### src/rtl/slave_rd_master.sv
// Read master for the slave RAM/header port: fetches a 16-bit header and PAYLOAD_LEN payload bytes per message.
// Optional header sequence check is compiled in with `define SLAVE_RD_SEQ_CHECK_EN.
module slave_rd_master #(
  parameter int PAYLOAD_LEN = 16,
  parameter int RD_LAT      = 2,
  parameter int FIFO_DEPTH  = 8
) (
  input  logic        clk,
  input  logic        rst_l,
  input  logic        i_start,
  output logic        o_busy,
  output logic        o_done,
  output logic        o_ram_rd_rq,
  output logic [15:0] o_rd_addr,
  input  logic [7:0]  i_rd_data,
  output logic [15:0] o_msg_hdr,
  output logic        o_hdr_valid,
  output logic [7:0]  o_out_data,
  output logic        o_out_valid,
  input  logic        i_out_ready,
  output logic        o_out_last,
  output logic        o_seq_err,
  output logic [1:0]  o_state
);
  // Output stream: a byte transfers on every clock where o_out_valid && i_out_ready;
  // o_out_valid never drops without a transfer, and o_out_data/o_out_last are stable while valid.
  localparam int AW = $clog2(FIFO_DEPTH);
  localparam int CW = AW + 1;
  localparam logic [1:0] K_HI  = 2'd0;
  localparam logic [1:0] K_LO  = 2'd1;
  localparam logic [1:0] K_PAY = 2'd2;

  typedef enum logic [1:0] {IDLE, HDR, PAY, DRAIN} state_t;

  state_t         r_state;
  logic           r_busy, r_done, r_rd_rq, r_hdr_valid;
  logic [15:0]    r_rd_addr, r_msg_hdr;
  logic [7:0]     r_idx;
  logic [1:0]     r_kind;
  logic           r_last;
  logic           r_tv [RD_LAT];
  logic [1:0]     r_tk [RD_LAT];
  logic           r_tl [RD_LAT];
  logic [8:0]     r_mem [FIFO_DEPTH];
  logic [AW-1:0]  r_wr_ptr, r_rd_ptr;
  logic [CW-1:0]  r_count;
  logic           r_out_valid, r_out_last;
  logic [7:0]     r_out_data;

  logic           w_em_v, w_em_l, w_push, w_pop, w_full, w_early, w_credit, w_accept, w_lo_cap;
  logic [1:0]     w_em_k;
  logic [2:0]     w_pipe_pay;
  logic [15:0]    w_pending, w_hdr_full;
  logic [CW-1:0]  w_count_nxt;
  logic [AW-1:0]  w_rd_nxt;
  logic [8:0]     w_head;

  assign w_em_v   = r_tv[RD_LAT-1];
  assign w_em_k   = r_tk[RD_LAT-1];
  assign w_em_l   = r_tl[RD_LAT-1];
  assign w_push   = w_em_v && (w_em_k == K_PAY);
  assign w_lo_cap = w_em_v && (w_em_k == K_LO);
  assign w_pop    = r_out_valid && i_out_ready;
  assign w_full   = (r_count == CW'(FIFO_DEPTH));
  assign w_accept = (r_state == IDLE) && i_start;
  assign w_hdr_full = {r_msg_hdr[15:8], i_rd_data};

  always_comb begin
    w_pipe_pay = '0;
    w_early    = 1'b0;
    for (int i = 0; i < RD_LAT; i++)
      if (r_tv[i] && (r_tk[i] == K_PAY)) w_pipe_pay = w_pipe_pay + 3'd1;
    for (int i = 0; i < RD_LAT - 1; i++)
      w_early = w_early | r_tv[i];
  end

  // Credit counts every payload byte already owed to the FIFO, including the read on the bus now.
  assign w_pending   = 16'(r_count) + 16'(w_pipe_pay) + 16'(r_rd_rq && (r_kind == K_PAY));
  assign w_credit    = (w_pending < 16'(FIFO_DEPTH));
  assign w_count_nxt = r_count + CW'(w_push) - CW'(w_pop);
  assign w_rd_nxt    = r_rd_ptr + AW'(w_pop);
  assign w_head      = (w_push && (r_wr_ptr == w_rd_nxt)) ? {w_em_l, i_rd_data} : r_mem[w_rd_nxt];

  always_ff @(posedge clk or negedge rst_l) begin
    if (!rst_l) begin
      r_state     <= IDLE;
      r_busy      <= 1'b0;
      r_done      <= 1'b0;
      r_rd_rq     <= 1'b0;
      r_rd_addr   <= '0;
      r_idx       <= '0;
      r_kind      <= K_HI;
      r_last      <= 1'b0;
      r_msg_hdr   <= '0;
      r_hdr_valid <= 1'b0;
      r_wr_ptr    <= '0;
      r_rd_ptr    <= '0;
      r_count     <= '0;
      r_out_valid <= 1'b0;
      r_out_last  <= 1'b0;
      r_out_data  <= '0;
      for (int i = 0; i < RD_LAT; i++) begin
        r_tv[i] <= 1'b0;
        r_tk[i] <= K_HI;
        r_tl[i] <= 1'b0;
      end
    end else begin
      r_rd_rq     <= 1'b0;
      r_done      <= 1'b0;
      r_hdr_valid <= 1'b0;
      case (r_state)
        IDLE: if (i_start) begin
          r_busy    <= 1'b1;
          r_rd_rq   <= 1'b1;
          r_rd_addr <= 16'd0;
          r_kind    <= K_HI;
          r_last    <= 1'b0;
          r_state   <= HDR;
        end
        HDR: begin
          r_rd_rq   <= 1'b1;
          r_rd_addr <= 16'd1;
          r_kind    <= K_LO;
          r_idx     <= '0;
          r_state   <= PAY;
        end
        PAY: if (w_credit) begin
          r_rd_rq   <= 1'b1;
          r_rd_addr <= 16'd2 + 16'(r_idx);
          r_kind    <= K_PAY;
          r_last    <= (r_idx == 8'(PAYLOAD_LEN - 1));
          r_idx     <= r_idx + 8'd1;
          if (r_idx == 8'(PAYLOAD_LEN - 1)) r_state <= DRAIN;
        end
        DRAIN: if (!r_rd_rq && !w_early) begin
          r_done  <= 1'b1;
          r_busy  <= 1'b0;
          r_state <= IDLE;
        end
        default: r_state <= IDLE;
      endcase

      r_tv[0] <= r_rd_rq;
      r_tk[0] <= r_kind;
      r_tl[0] <= r_last;
      for (int i = 1; i < RD_LAT; i++) begin
        r_tv[i] <= r_tv[i-1];
        r_tk[i] <= r_tk[i-1];
        r_tl[i] <= r_tl[i-1];
      end

      if (w_em_v && (w_em_k == K_HI)) r_msg_hdr[15:8] <= i_rd_data;
      if (w_lo_cap) begin
        r_msg_hdr[7:0] <= i_rd_data;
        r_hdr_valid    <= 1'b1;
      end

      if (w_push) r_wr_ptr <= r_wr_ptr + AW'(1);
      r_rd_ptr    <= w_rd_nxt;
      r_count     <= w_count_nxt;
      r_out_valid <= (w_count_nxt != '0);
      r_out_last  <= w_head[8];
      r_out_data  <= w_head[7:0];
    end
  end

  always_ff @(posedge clk) begin
    if (w_push) r_mem[r_wr_ptr] <= {w_em_l, i_rd_data};
  end

  assert property (@(posedge clk) disable iff (!rst_l) !(w_push && w_full));

`ifdef SLAVE_RD_SEQ_CHECK_EN
  logic [15:0] r_prev_hdr;
  logic        r_have_prev, r_seq_err;

  // The first header after reset only seeds the reference value.
  always_ff @(posedge clk or negedge rst_l) begin
    if (!rst_l) begin
      r_prev_hdr  <= '0;
      r_have_prev <= 1'b0;
      r_seq_err   <= 1'b0;
    end else if (w_accept) begin
      r_seq_err <= 1'b0;
    end else if (w_lo_cap) begin
      if (r_have_prev && (w_hdr_full != r_prev_hdr + 16'd1)) r_seq_err <= 1'b1;
      r_prev_hdr  <= w_hdr_full;
      r_have_prev <= 1'b1;
    end
  end
  assign o_seq_err = r_seq_err;
`else
  assign o_seq_err = 1'b0;
`endif

  assign o_busy      = r_busy;
  assign o_done      = r_done;
  assign o_ram_rd_rq = r_rd_rq;
  assign o_rd_addr   = r_rd_addr;
  assign o_msg_hdr   = r_msg_hdr;
  assign o_hdr_valid = r_hdr_valid;
  assign o_out_data  = r_out_data;
  assign o_out_valid = r_out_valid;
  assign o_out_last  = r_out_last;
  assign o_state     = r_state;
endmodule

### config.mk
export PLATFORM = sky130hd
export DESIGN_NAME = slave_rd_master
export DESIGN_NICKNAME = d
export VERILOG_FILES = /design/src/rtl/slave_rd_master.sv
export SDC_FILE = /design/constraint.sdc
export NUM_CORES = 1
export LEC_CHECK = 0
export CAP_MARGIN = 40
export CORE_MARGIN = 4
export CORE_UTILIZATION = 30
export CTS_CLUSTER_SIZE = 8
export DETAILED_ROUTE_END_ITERATION = 8
export PLACE_DENSITY_LB_ADDON = 0.15
export SYNTH_ARGS = -nofsm -noshare
export SYNTH_HDL_FRONTEND = slang
export SYNTH_SLANG_ARGS = --single-unit
### constraint.sdc
create_clock -name clk -period 3.6 [get_ports clk]
set_clock_uncertainty 0.1 [all_clocks]
set_input_delay 0.54 -clock clk [delete_from_list [all_inputs] [get_ports clk]]
set_output_delay 0.54 -clock clk [all_outputs]
set_load 0.02 [all_outputs]
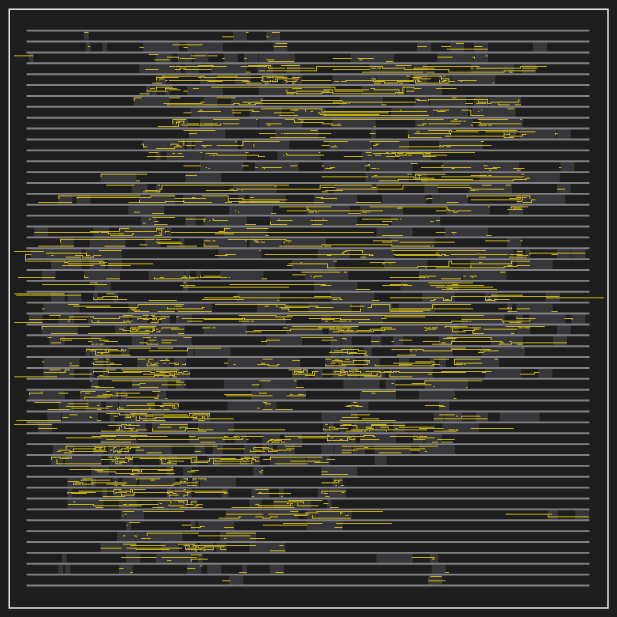
Run 1: signal wires on met1
(4 px per um) Supply wires on this layer in grey.
The layer holds 47% of the routed length. 469 nets have wire on it. The wires run mostly horizontal. The longest straight run is 50.6 um.
met1 Use GR: 17.1%
WL final: 13.1 mm

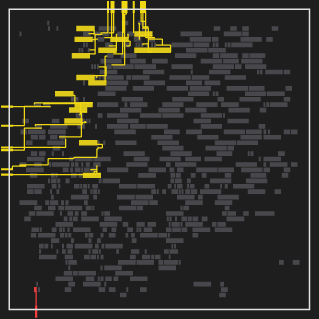
Run 1: nets reached from selected ports
(2 px per um)
Red shows o_seq_err, direction output, edge bottom, end cells 1, buffers 0, wire 8.30 um. Yellow shows o_msg_hdr, direction output, edge 10 top, 6 left, end cells 16, buffers 16, wire 629 um.

==> metrics.cfg, run 1 <==
[timing]
max_freq_mhz=323
hold_viol=0

[status]
status=completed

[place]
place_congestion=0.758

[power]
p_per_area_nw_per_um2=864
total_power_mw=6.42
swShare_pct=35.1
ir_drop_mv=0.358

[synth]
ys_types=50
syn_area_per_cell_um2=14.4
ys.flops=142
yosys_area_um2=5990

[run]
openroad.warnings=29

[floorplanning]
fp_util_pct=30.7

[critical_path]
start_kind=flop
critPathMaxFanout=11

[detailed_routing]
drtIter0Drc=185

[grt]
grt_pass1_vias=3597

[final_layout]
antennaDiodeCount=0
logic_area_um2=1920
drive_gt1_share_pct=17.9

[cts]
clk_pin_slew_worst_paths_ps=60
htree_num_levels=4
insertion_delay_ps=410

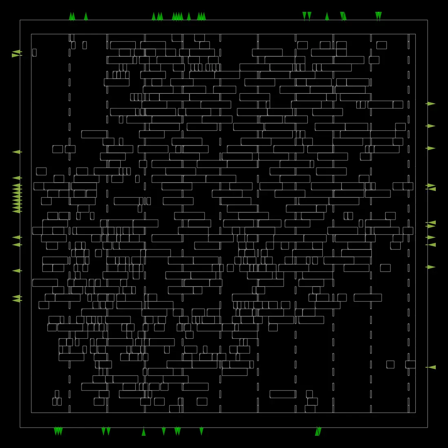
Run 1: cell outlines without signal wires
Non-Filler Instances: 762
Layout Utilization: 38.1%
row count: 51
fillcell total: 1880
flop share of the area: 52.7%

==> run 1: registers in the layout, summed over array words and instances (netlist names), 2 cells and up <==
signal and count:
o_state 2, r_rd_ptr 3, r_kind 2, r_count 4, r_wr_ptr 3, r_mem 72, o_rd_addr 9, o_out_data 8
r_idx 8, o_msg_hdr 16, r_tk 2, w_em_k 2
==> run 1: final timing paths <==
path / end / cells after the start / startpoint
max: o_rd_addr[2]$_DFFE_PN0P_ / 9 / w_em_k[0]$_DFF_PN0_
min: w_em_l$_DFF_PN0_ / 0 / r_tl[1]$_DFF_PN0_
max reg2reg: o_rd_addr[2]$_DFFE_PN0P_ / 9 / w_em_k[0]$_DFF_PN0_
min reg2reg: w_em_l$_DFF_PN0_ / 0 / r_tl[1]$_DFF_PN0_
max in group asynchronous: o_msg_hdr[11]$_DFFE_PN0P_ / 3 / rst_l
min in group asynchronous: o_out_data[6]$_DFF_PN0_ / 2 / rst_l
==> run 1: metal layers <==
metal / GRT usage (%) / wire length (um)
met5: 0 / 0
met4: 4.49 / 189
met3: 3.95 / 624
met2: 19.2 / 6170
met1: 17.1 / 6150
==> run 1: what timing repair did <==
| item | CTS | global route |
|---|---|---|
| buffers inserted | 0 | 0 |
| hold buffers | 1 | 0 |
| hold endpoints to repair | 20 | 0 |
==> run 1: per-stage QoR <==
| stage | hold slack [ps] | utilization [%] | std cells | instance area (um2) |
|---|---|---|---|---|
| 6_report | 256 | 38.1 | 762 | 7430 |
| 5_1_grt | 266 | 38.1 | 762 | 7430 |
| 4_1_cts | 261 | 38.1 | 762 | 7430 |
| 3_5_place_dp | 245 | 35.2 | 729 | 6870 |
| 3_3_place_gp | 244 | 34.9 | 724 | 6810 |
| 2_1_floorplan | 144 | - | 423 | 6020 |
==> run 1: kinds of logic (layout without fill, tap and decap cells) <==
kind of cell,after synthesis,count (layout),share of synthesized area [%]
simple gates,112,112,8.85
buf+inv,40,114,3.36
mux,47,47,12.0
flops,142,142,65.3
fa+ha+maj,18,18,3.88
xor+xnor,12,12,1.75
other cells,1,8,0.0626
compound gates,44,44,4.78
==> run 1: cells in the final DEF, fill, tap and decap left out, types with 5 or more instances in the layout <==
master	instances
ha_1	17
edfxtp_1	72
clkbuf_16	17
o21ai_0	5
nand3_1	6
inv_1	12
mux2_2	18
mux4_2	18
clkinvlp_4	5
conb_1	8
buf_4	15
dfrtp_1	70
xnor2_1	9
clkdlybuf4s50_1	51
a21oi_1	18
mux2i_1	11
nor4_1	5
nand2_1	44
nor2_1	26
==> run 1: power by group through the flow <==
stage	Sequential (mW)	Clock, mW	Combinational, mW
final	2.30	1.64	2.48
after global routing	2.35	1.76	2.73
after global placement	2.32	0	2.50
after floorplan	2.47	0	1.52
after detailed placement	2.33	0	2.51
after CTS	2.30	1.69	2.53
==> run 1: final cells by class <==
type,count,share of cell area (%)
flip-flops and latches,142,52.7
inverters,14,0.707
well taps,265,4.46
repair buffers,68,8.89
clock inverters,12,1.52
clock buffers,20,5.88
multi-input cells,241,25.9
==> run 1: critical path, cell delays in order (launching register included) <==
cell and delay (ps):
dfrtp_1 400, or2_2 400, inv_1 170, ha_1 260, ha_1 270, nand4b_1 110, a21oi_1 210, o211a_1 370
a21o_2 310, mux2_2 360
==> inputs of run 2 (changes only) <==
--- a/config.mk
+++ b/config.mk
@@ -10,7 +10,6 @@
 export CORE_UTILIZATION = 30
 export CTS_CLUSTER_SIZE = 8
 export DETAILED_ROUTE_END_ITERATION = 8
-export PLACE_DENSITY_LB_ADDON = 0.15
 export SYNTH_ARGS = -nofsm -noshare
 export SYNTH_HDL_FRONTEND = slang
 export SYNTH_SLANG_ARGS = --single-unit
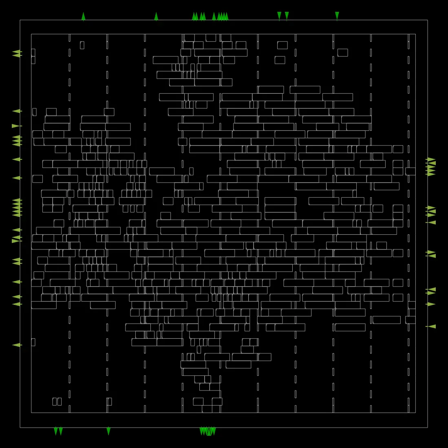
Run 2: cell outlines without signal wires
Seq cells: 142
Non-Filler Instances: 761
Layout Utilization: 38.3%
core box area: 19500 um2
flop share of the area: 52.3%

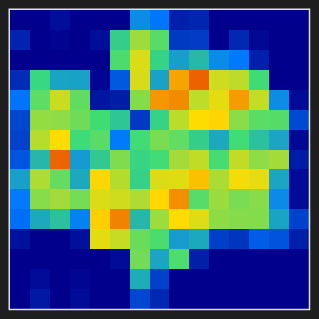
Run 2: cell area per tile
(2 px per um) The die is cut into 15 by 15 equal tiles; dark blue is low, red is high, 0 to 100% covered.
5.8% of the tiles are over 75% full. The fullest tile reaches 89%. The mean over all tiles is 32%.
Pre-Place Util: 30.7%

==> run 2 against run 1 <==
  * Count of clock-buffer cells in the layout up 4
  * Setup slack got worse by 11 ps
  * Sequential share of layout area decreased by 0.33 points
==> metrics.cfg, run 2 <==
[critical_path]
r2r-end=o_rd_addr[5]$_DFFE_PN0P_
r2r-start=w_em_k[0]$_DFF_PN0_
start_kind=flop
critical_path.slowest_cell=dfrtp_1
r2r_cells=9  ; unchanged
critPathMaxFanout=11  ; unchanged
path_cells=or2_2 > inv_1 > ha_1 > ha_1 > nand4b_1 > a21oi_1 > o211a_1 > a21o_2 > mux2_2
cp_top_family=AND-OR/OR-AND gates
cp_slowest_stage_delay_ps=400  ; about the same

[min_path]
min_to=w_em_l$_DFF_PN0_
hold_start=r_tl[1]$_DFF_PN0_
min_path_cells=0  ; unchanged

[detailed_routing]
drtIter0Drc=185  ; unchanged
routed_wl_mm=12.2  ; -7.0%

[final_layout]
finish.instance_area_um2=7480  ; +0.62%
antennaDiodeCount=0  ; unchanged
lay_top_count=edfxtp_1
drive_gt1_share_pct=16.9  ; -0.97 points
largest_register=r_mem
largest_register_ffs=72  ; unchanged
layout_top_cells=72 x edfxtp_1, 70 x dfrtp_1, 51 x clkdlybuf4s50_1

[grt]
grt_pass1_vias=3715  ; +3.3%

[power]
ir_drop_mv=0.444  ; +24%
swShare_pct=33.6  ; -1.5 points

[synth]
yosys_area_um2=5990  ; unchanged
syn_area_per_cell_um2=14.4  ; unchanged
ys_types=50  ; unchanged
ys.flops=142  ; unchanged

[run]
openroad.warnings=29  ; unchanged

[timing]
hold_viol=0  ; unchanged
max_freq_mhz=322  ; -0.34%

[cts]
htree_num_levels=4  ; unchanged
holdBufCountCts=1  ; unchanged
cts_setup_buffers=0  ; unchanged
clk_pin_slew_worst_paths_ps=60  ; about the same

[status]
status=completed

[place]
placed_cells=728  ; -0.14%
post_dp_cell_area_um2=6860  ; -0.20%

==> run 2: layout make-up <==
class / instances / area (um2)
fill: 1850 / 12000
sequential: 142 / 3910
multi-input combinational: 241 / 1910
timing repair buffer: 67 / 657
clock buffer: 24 / 504
tap: 265 / 332
clock inverter: 8 / 105
inverter: 14 / 52.6
==> run 2: worst max-delay path by stage <==
stage	start	endpoint	cells after the start
after floorplan	w_em_k[0]$_DFF_PN0_	r_idx[6]$_DFFE_PN0P_	11
after global placement	w_em_k[0]$_DFF_PN0_	o_rd_addr[7]$_DFFE_PN0P_	9
after detailed placement	w_em_k[0]$_DFF_PN0_	o_rd_addr[5]$_DFFE_PN0P_	9
after CTS	w_em_k[0]$_DFF_PN0_	o_rd_addr[5]$_DFFE_PN0P_	9
after global routing	w_em_k[0]$_DFF_PN0_	o_rd_addr[2]$_DFFE_PN0P_	9
final	w_em_k[0]$_DFF_PN0_	o_rd_addr[5]$_DFFE_PN0P_	9
==> run 2: metrics by stage <==
step | total power, mW | hold WS [ps] | util (%) | worst slack, ps
after global placement | 4.73 | 236 | 34.8 | 590
after detailed placement | 4.80 | 235 | 35.1 | 507
after global routing | 6.92 | 254 | 38.3 | 277
final | 6.52 | 247 | 38.3 | 497
after floorplan | 3.99 | 144 | - | 711
after CTS | 6.61 | 248 | 38.3 | 484
==> run 2: power groups by stage <==
stage / sequential, mW / combinational (mW) / clock [mW]
after global routing: 2.35 / 2.68 / 1.89
after detailed placement: 2.33 / 2.47 / 0
after floorplan: 2.47 / 1.52 / 0
final: 2.30 / 2.44 / 1.77
after global placement: 2.32 / 2.42 / 0
after CTS: 2.30 / 2.49 / 1.82
==> run 2: cells by family after synthesis <==
family	Yosys count	synth area share, %
simple gates	112	8.85
compound gates	44	4.78
buf+inv	40	3.36
mux	47	12.0
other cells	1	0.0626
xor+xnor	12	1.75
flops	142	65.3
fa+ha+maj	18	3.88
==> run 2: layer usage <==
metal / GRT usage (%) / vias up / share of wire (%)
li1: - / 1648 / -
met1: 14.6 / 1741 / 45
met2: 18.9 / 97 / 49
met3: 4.07 / 8 / 5.8
met4: 3.43 / 0 / 0.52
met5: 0 / - / 0
==> inputs of run 3 (changes only) <==
==> constraint.sdc (replaced) <==
create_clock -name clk -period 3.74 [get_ports clk]
set_clock_uncertainty 0.1 [all_clocks]
set_input_delay 0.561 -clock clk [delete_from_list [all_inputs] [get_ports clk]]
set_output_delay 0.561 -clock clk [all_outputs]
set_load 0.02 [all_outputs]
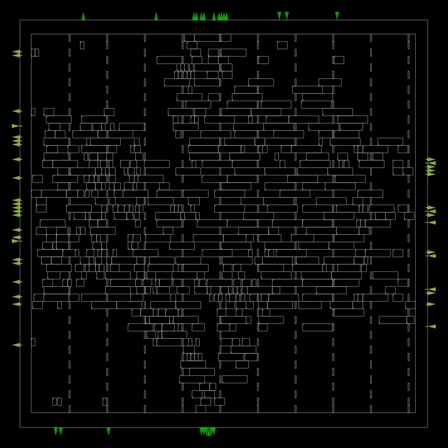
Run 3: cell outlines without signal wires
fillcell total: 1847
Well Taps: 265
Layout Utilization: 37.9%
flop share of the area: 52.9%

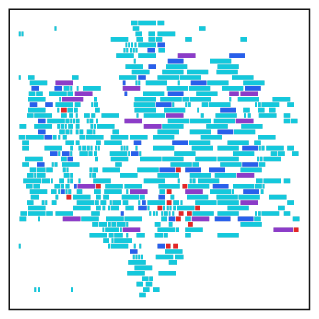
Run 3: cell sizes after repair
(2 px per um)
Purple shows drive 6 and up, cells 20, share 4.0%. Cyan shows drive 1 or less, cells 414, share 83%. Blue shows drive 2, cells 46, share 9.3%. Red shows drive 3 to 4, cells 16, share 3.2%.

==> run 3 against run 2 <==
  * Total power down 6.2%
  * Area after synthesis unchanged
  * Global-route usage up 0.38 points
  * Largest cell class unchanged
==> metrics.cfg, run 3 <==
[synth]
yosys_area_um2=5990  ; unchanged
ys.flops=142  ; unchanged
ys_types=50  ; unchanged
syn_area_per_cell_um2=14.4  ; unchanged

[grt]
grt_antenna_before_repair=0
grt_pass1_vias=3755  ; +1.1%

[final_layout]
finish.instance_area_um2=7400  ; -1.1%
largest_register_ffs=72  ; unchanged
layout_top_cells=72 x edfxtp_1, 70 x dfrtp_1, 51 x clkdlybuf4s50_1
drive_gt1_share_pct=16.5  ; -0.40 points
antennaDiodeCount=0  ; unchanged
lay_top_count=edfxtp_1
largest_register=r_mem

[cts]
cts_setup_buffers=0  ; unchanged
cts_buffers=17

[place]
preCtsSetupSlack_ps=639  ; +131 ps
post_dp_cell_area_um2=6850  ; about the same

[critical_path]
critPathMaxFanout=11  ; unchanged
endpoint_kind=flop
start_kind=flop

[detailed_routing]
routed_wl_mm=12.3  ; +0.82%

[status]
status=completed

[power]
swShare_pct=34.4  ; +0.78 points
total_power_mw=6.11  ; -6.2%
ir_drop_mv=0.528  ; +19%

[timing]
rsz0062_at_grt=false
hold_viol=0  ; unchanged
maxSlewHeadroom_pct=49.0

[min_path]
hold_path.class=reg2reg

[run]
openroad.warnings=29  ; unchanged

[floorplanning]
fp_util_pct=30.7  ; unchanged

## run 3: cell counts after synthesis
Identical to the previous run, type by type.
## run 3: metrics by stage
| stage | utilization (%) | cells | hold WS, ps |
|---|---|---|---|
| floorplan | - | 423 | 165 |
| global placement | 34.8 | 722 | 236 |
| detailed placement | 35.1 | 728 | 238 |
| CTS | 37.9 | 761 | 251 |
| global route | 37.9 | 761 | 274 |
| finish | 37.9 | 761 | 253 |
## run 3: what timing repair did
action,CTS,global route
endpoints found under the setup margin,0,0
endpoints found under the hold margin,9,0
hold buffers,1,0
## run 3: kinds of logic after synthesis
| logic type | Yosys count | synth area share (%) |
|---|---|---|
| multiplexers | 47 | 12.0 |
| AND-OR/OR-AND | 44 | 4.78 |
| XOR/XNOR | 12 | 1.75 |
| adder cells (fa/ha/maj) | 18 | 3.88 |
| buffers and inverters | 40 | 3.36 |
| flip-flops | 142 | 65.3 |
| other | 1 | 0.0626 |
| AND/OR/NAND/NOR | 112 | 8.85 |
## run 3: worst max-delay path, cell delays in order, from the launching register on
cell,delay (ps)
dfrtp_1,390
or2_2,400
inv_1,170
ha_1,260
ha_1,270
nand4b_1,120
a21oi_1,220
o211a_1,390
a21o_2,330
mux2_2,360
## run 3: final timing paths
path / from / end / slack (ps) / cells past startpoint
setup / recovery: w_em_k[0]$_DFF_PN0_ / o_rd_addr[4]$_DFFE_PN0P_ / 620 / 9
setup reg to reg: w_em_k[0]$_DFF_PN0_ / o_rd_addr[4]$_DFFE_PN0P_ / 620 / 9
hold reg to reg: r_tl[1]$_DFF_PN0_ / w_em_l$_DFF_PN0_ / 250 / 0
max in group asynchronous: rst_l / o_msg_hdr[9]$_DFFE_PN0P_ / 2570 / 3
min in group asynchronous: rst_l / o_out_data[6]$_DFF_PN0_ / 420 / 2
hold / removal: r_tl[1]$_DFF_PN0_ / w_em_l$_DFF_PN0_ / 250 / 0
## run 3: layer usage
| metal | up-vias | global-route usage, % | share of wire (%) |
|---|---|---|---|
| met4 | 0 | 4.26 | 1.2 |
| met2 | 102 | 19.0 | 49 |
| met3 | 16 | 3.28 | 4.8 |
| met1 | 1765 | 15.8 | 45 |
| met5 | - | 0 | 0 |
| li1 | 1652 | - | - |
## run 3: area by class of cell
| cell class | count | area [um2] |
|---|---|---|
| multi-input combinational | 241 | 1910 |
| sequential | 142 | 3910 |
| tap | 265 | 332 |
| clock buffer | 24 | 462 |
| timing repair buffer | 67 | 653 |
| clock inverter | 8 | 70.1 |
| fill | 1847 | 12100 |
| inverter | 14 | 52.6 |
## run 3: power by group through the flow
stage	clock network [mW]	registers, mW	logic, mW
floorplan	0	2.38	1.46
global placement	0	2.23	2.33
detailed placement	0	2.24	2.38
CTS	1.58	2.22	2.40
global route	1.64	2.26	2.60
finish	1.53	2.22	2.37
No activity file was given, so power comes from the tool's default toggle rates.
